===== src/rtl/hsm_timer.sv =====
// Memory-mapped countdown timer: ID/version words, prescaler, reloadable
// 32-bit count with start/stop control and a sticky expiry flag.
module hsm_timer #(
  parameter logic [31:0] NAME0   = 32'h68736d5f,
  parameter logic [31:0] NAME1   = 32'h746d7220,
  parameter logic [31:0] VERSION = 32'h00000001
) (
  input  logic        clk,
  input  logic        reset,
  input  logic        cs,
  input  logic        we,
  input  logic [7:0]  address,
  input  logic [31:0] write_data,
  output logic [31:0] read_data,
  output logic        ready
);

  localparam int unsigned DATA_W = 32;

  localparam logic [7:0] ADDR_NAME0     = 8'h00;
  localparam logic [7:0] ADDR_NAME1     = 8'h01;
  localparam logic [7:0] ADDR_VERSION   = 8'h02;
  localparam logic [7:0] ADDR_CTRL      = 8'h08;
  localparam logic [7:0] ADDR_STATUS    = 8'h09;
  localparam logic [7:0] ADDR_PRESCALER = 8'h0a;
  localparam logic [7:0] ADDR_TIMER     = 8'h0b;

  typedef enum logic {ST_IDLE, ST_RUN} state_t;

  state_t            state;
  logic              expired;
  logic [DATA_W-1:0] prescaler_reg;
  logic [DATA_W-1:0] timer_reg;
  logic [DATA_W-1:0] count_reg;
  logic [DATA_W-1:0] pre_ctr;

  logic              running;
  logic              wr;
  logic              start_req;
  logic              stop_req;
  logic [DATA_W-1:0] pe_m1;
  logic [DATA_W-1:0] rd_mux;

  assign running   = (state == ST_RUN);
  assign wr        = cs & we;
  // Stop takes priority when both control bits are written together.
  assign stop_req  = wr && (address == ADDR_CTRL) && write_data[1];
  assign start_req = wr && (address == ADDR_CTRL) && write_data[0] && !write_data[1];
  assign pe_m1     = (prescaler_reg == '0) ? '0 : prescaler_reg - DATA_W'(1);

  // Read mux; count_reg mirrors timer_reg until a start, so TIMER always reads count_reg.
  always_comb begin
    rd_mux = '0;
    case (address)
      ADDR_NAME0:     rd_mux = NAME0;
      ADDR_NAME1:     rd_mux = NAME1;
      ADDR_VERSION:   rd_mux = VERSION;
      ADDR_STATUS:    rd_mux = {30'd0, expired, running};
      ADDR_PRESCALER: rd_mux = prescaler_reg;
      ADDR_TIMER:     rd_mux = count_reg;
      default:        rd_mux = '0;
    endcase
  end

  always_ff @(posedge clk or posedge reset) begin
    if (reset) begin
      state         <= ST_IDLE;
      expired       <= 1'b0;
      prescaler_reg <= '0;
      timer_reg     <= '0;
      count_reg     <= '0;
      pre_ctr       <= '0;
      ready         <= 1'b0;
      read_data     <= '0;
    end else begin
      ready     <= cs;
      read_data <= (cs && !we) ? rd_mux : '0;
      case (state)
        ST_IDLE: begin
          if (wr && address == ADDR_PRESCALER) prescaler_reg <= write_data;
          if (wr && address == ADDR_TIMER) begin
            timer_reg <= write_data;
            count_reg <= write_data;
          end
          if (start_req) begin
            count_reg <= timer_reg;
            pre_ctr   <= pe_m1;
            expired   <= (timer_reg == '0);
            if (timer_reg != '0) state <= ST_RUN;
          end
        end
        ST_RUN: begin
          if (stop_req) begin
            state <= ST_IDLE;
          end else if (pre_ctr == '0) begin
            count_reg <= count_reg - DATA_W'(1);
            pre_ctr   <= pe_m1;
            if (count_reg == DATA_W'(1)) begin
              state   <= ST_IDLE;
              expired <= 1'b1;
            end
          end else begin
            pre_ctr <= pre_ctr - DATA_W'(1);
          end
        end
        default: state <= ST_IDLE;
      endcase
    end
  end

endmodule


===== config.mk =====
export PLATFORM = sky130hd
export DESIGN_NAME = hsm_timer
export DESIGN_NICKNAME = d
export VERILOG_FILES = /design/src/rtl/hsm_timer.sv
export SDC_FILE = /design/constraint.sdc
export NUM_CORES = 1
export LEC_CHECK = 0
export CORE_MARGIN = 8
export CORE_UTILIZATION = 64
export DETAILED_ROUTE_END_ITERATION = 10
export PLACE_DENSITY = 0.87
export SKIP_CTS_REPAIR_TIMING = 1
export SLEW_MARGIN = 20
export SYNTH_ARGS = -nofsm -noshare
export SYNTH_HDL_FRONTEND = slang
export SYNTH_SLANG_ARGS = --single-unit

===== constraint.sdc =====
create_clock -name clk -period 15.5 [get_ports clk]
set_input_delay 2.325 -clock clk [delete_from_list [all_inputs] [get_ports clk]]
set_output_delay 2.325 -clock clk [all_outputs]
set_load 0.01 [all_outputs]

**Met1 routing**

Scale: 4 px per µm. Supply wires on this layer in grey. Cells faint in the background.
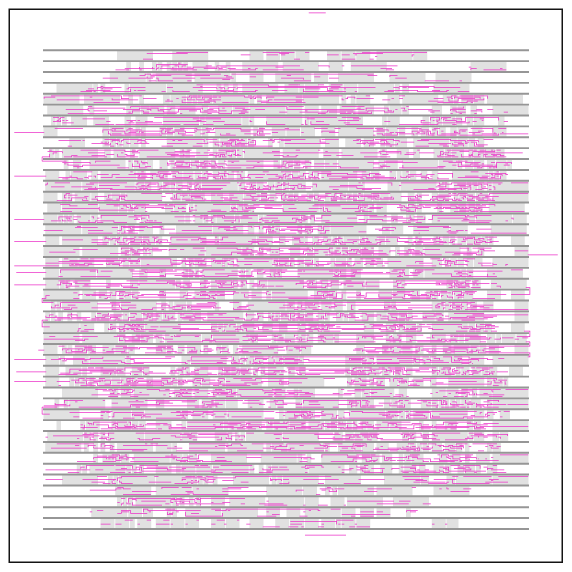
share of all routed wire: 38%
longest straight run: 45.5 µm

**Signal wires on met3**

Scale: 3 px per µm. Cells faint in the background.
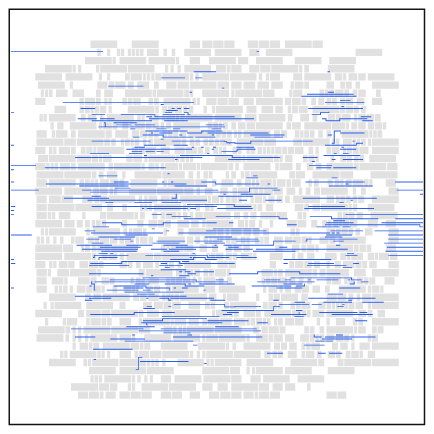
main direction: horizontal
share of all routed wire: 12%
wire length on this layer: 3390 µm
nets with wire on the layer: 227
longest straight run: 52.9 µm

==> commit_impl_results.txt <==
Update PnR metrics after Yosys + OpenROAD run

- Number of buffers between clock root and the deepest sink: 2
- Data on the critical path arrives at its endpoint at 5640 ps.
* Final cell count without fillers: 1340
- Clock tree sinks: 163
* Worst Setup SP: address[0]
* Launch point of the worst hold path: timer_reg[2]
* Outcome: finished, final reports clean
* Fraction of synthesized area in multiplexers: 7.802%
- Worst-case register-to-register setup slack: 11800 ps
- Biggest fanout along the worst timing path: 42
- The die covers 19020 µm².
- Category of the worst setup path launch point: input port
- Width of the chip: 137.9 µm
- Ranked by total cell area, the synthesized netlist is headed by sky130_fd_sc_hd__dfrtp_1 (43%), sky130_fd_sc_hd__nand2_1 (7.4%), sky130_fd_sc_hd__mux2_2 (5.7%).
- For this run, the detailed router reports a per-instance via density of 6.875.
- Layout net count: 1192
- In this design, the critical path's most frequently occurring cell is sky130_fd_sc_hd__a211o_1.
* Share of the core filled with cells in the final layout: 74.76%
- Post-synth top area share: 42.89%
- Cell accounting for the most synthesized area: sky130_fd_sc_hd__dfrtp_1
- Gate count after technology mapping: 1107
* Avg Inst Size Synth: 8.591 µm²
* Total number of vias: 9212
- Detailed placement ended at an HPWL of 20.58 mm.
* Number of enable flip-flop cells: 0
- Nets still carrying antenna violations after routing amount to 0.
- STA classifies the critical path endpoint as a flip-flop.
- Number of inserted diodes: 0
* Post-Route Skew: 11.83 ps
* Series of cell instances along the critical path: buf_2 > and3_1 > nand4_1 > a211o_1 > nand2_1 > o21ai_0 > a211o_1
- Summed over all layers, the routed wires come to 29.22 mm.
* Max capacitance violation total: 0
* Mean routed wirelength per cell: 21.81 µm
* Capture point of the worst path: count_reg[19]
- The total overflow left after global routing is 0.
- The worst register-to-register path depth is 6.
- The capture point of the worst register-to-register path is recorded as count_reg[19].
- STA puts the critical path data required time at 15820 ps.
- As reported, the later end of the worst-skew pair has a clock insertion delay of 440 ps.
- VDD sags by at most 77.82 µV.
* Total leakage power: 4.678 nW
- Area delta synth->final: 14.25%
- Basic Gates by Area: 25.63%
* Part of the Yosys area used for sequential elements: 42.89%
- After floorplanning, the core was sized to cover 14530 µm².
- The synthesized netlist has a Yosys-reported chip area of 9510 µm².
- FA/HA/MAJ Cells, Area Fraction: 0.6578%
- GRT Overall Usage: 30.98%
- The timing report attributes the biggest portion of critical-path delay to simple AND/OR/NAND/NOR gates.
* Synth Area in XOR/XNOR: 2.210%
* Type of the most critical hold path: flip-flop to flip-flop
- In the synthesized netlist the dominant register cell turns out to be sky130_fd_sc_hd__dfrtp_1.
* Die extent in y: 137.9 µm
- The largest single stage delay on the critical path is 790 ps.
- AO/OA Area Share: 16.63%
* Post-route DRC: 0
- After detailed placement, the design holds a cell count of 1308.
* First-pass GRT wire length: 45.62 mm
- Fmax achieved: 188.2 MHz
- Number of cell rows: 44
- PwrDens: 89.22 nW/µm²
- Looking at the clock tree report, the H-tree level count equals 4.
- Buffers & Inverters on Critical Path: 1
## per-stage QoR
| stage | setup slack [ps] | hold WS (ps) | cell area, µm² | power, mW |
|---|---|---|---|---|
| floorplan | 8770 | 461.9 | 9510 | 0.5203 |
| finish | 10190 | 508.8 | 10870 | 0.9694 |
| global placement | 9929 | 482.8 | 10290 | 0.5559 |
| detailed placement | 9853 | 491.2 | 10290 | 0.5586 |
| global route | 9969 | 542.0 | 10870 | 0.9957 |
| CTS | 10270 | 508.5 | 10870 | 0.9669 |
## layout make-up
type | count | area (µm²)
multi-input combinational | 850 | 5047
sequential | 163 | 4080
timing repair buffer | 88 | 845.8
clock buffer | 19 | 452.9
inverter | 23 | 91.34
clock inverter | 13 | 117.6
fill | 1033 | 3669
tap | 184 | 230.2
## worst reg2reg max path: stages, from the launching register on
cell and delay [ps]:
sky130_fd_sc_hd__dfrtp_1 460, sky130_fd_sc_hd__or4_1 710, sky130_fd_sc_hd__nor4_1 510, sky130_fd_sc_hd__nand4_1 400, sky130_fd_sc_hd__nand2_1 930, sky130_fd_sc_hd__o21ai_0 240, sky130_fd_sc_hd__a211o_1 350
## report_power, final
part	switching (mW)	internal, mW	total, mW
clock	0.194	0.220	0.414
combinational	0.0556	0.0373	0.0929
sequential	0.0222	0.440	0.463
total	0.272	0.698	0.969
## metal layers
metal / GRT usage, % / vias to the layer above / part of all wire (%)
li1: - / 4091 / -
met1: 40.22 / 4366 / 38
met2: 48.24 / 621 / 46
met3: 8.043 / 134 / 12
met4: 13.19 / 0 / 4.2
met5: 0 / - / 0
## cell usage in the layout, fill, tap and decap left out, types with 6 or more instances in the layout
cell                              synthesis  final
sky130_fd_sc_hd__buf_4                    2     12
sky130_fd_sc_hd__xor2_1                  14     14
sky130_fd_sc_hd__inv_6                    0      7
sky130_fd_sc_hd__clkbuf_16                0     17
sky130_fd_sc_hd__clkdlybuf4s50_1          0     75
sky130_fd_sc_hd__o22a_1                  10     10
sky130_fd_sc_hd__o22ai_1                 16     16
sky130_fd_sc_hd__mux2_2                  48     48
sky130_fd_sc_hd__or4_1                   21     21
sky130_fd_sc_hd__a22oi_1                  8      8
sky130_fd_sc_hd__a31oi_1                  6      6
sky130_fd_sc_hd__a21oi_1                 79     79
sky130_fd_sc_hd__nand2_1                187    187
sky130_fd_sc_hd__xnor2_1                 10     10
sky130_fd_sc_hd__nor2_1                  93     92
sky130_fd_sc_hd__inv_1                   23     22
sky130_fd_sc_hd__nor4_1                  34     34
sky130_fd_sc_hd__a211oi_1                 7      7
sky130_fd_sc_hd__or2_2                   11     11
sky130_fd_sc_hd__mux2i_1                 19     19
sky130_fd_sc_hd__nand2b_1                 9      9
sky130_fd_sc_hd__dfrtp_1                163    162
sky130_fd_sc_hd__o21ai_0                 68     68
sky130_fd_sc_hd__nand3_1                 30     30
sky130_fd_sc_hd__nor3_1                  45     44
sky130_fd_sc_hd__or3_1                   14     14
sky130_fd_sc_hd__and3_1                  10     10
sky130_fd_sc_hd__o31ai_1                 11     11
sky130_fd_sc_hd__nand4_1                 14     14
No activity file was given, so power comes from the tool's default toggle rates.
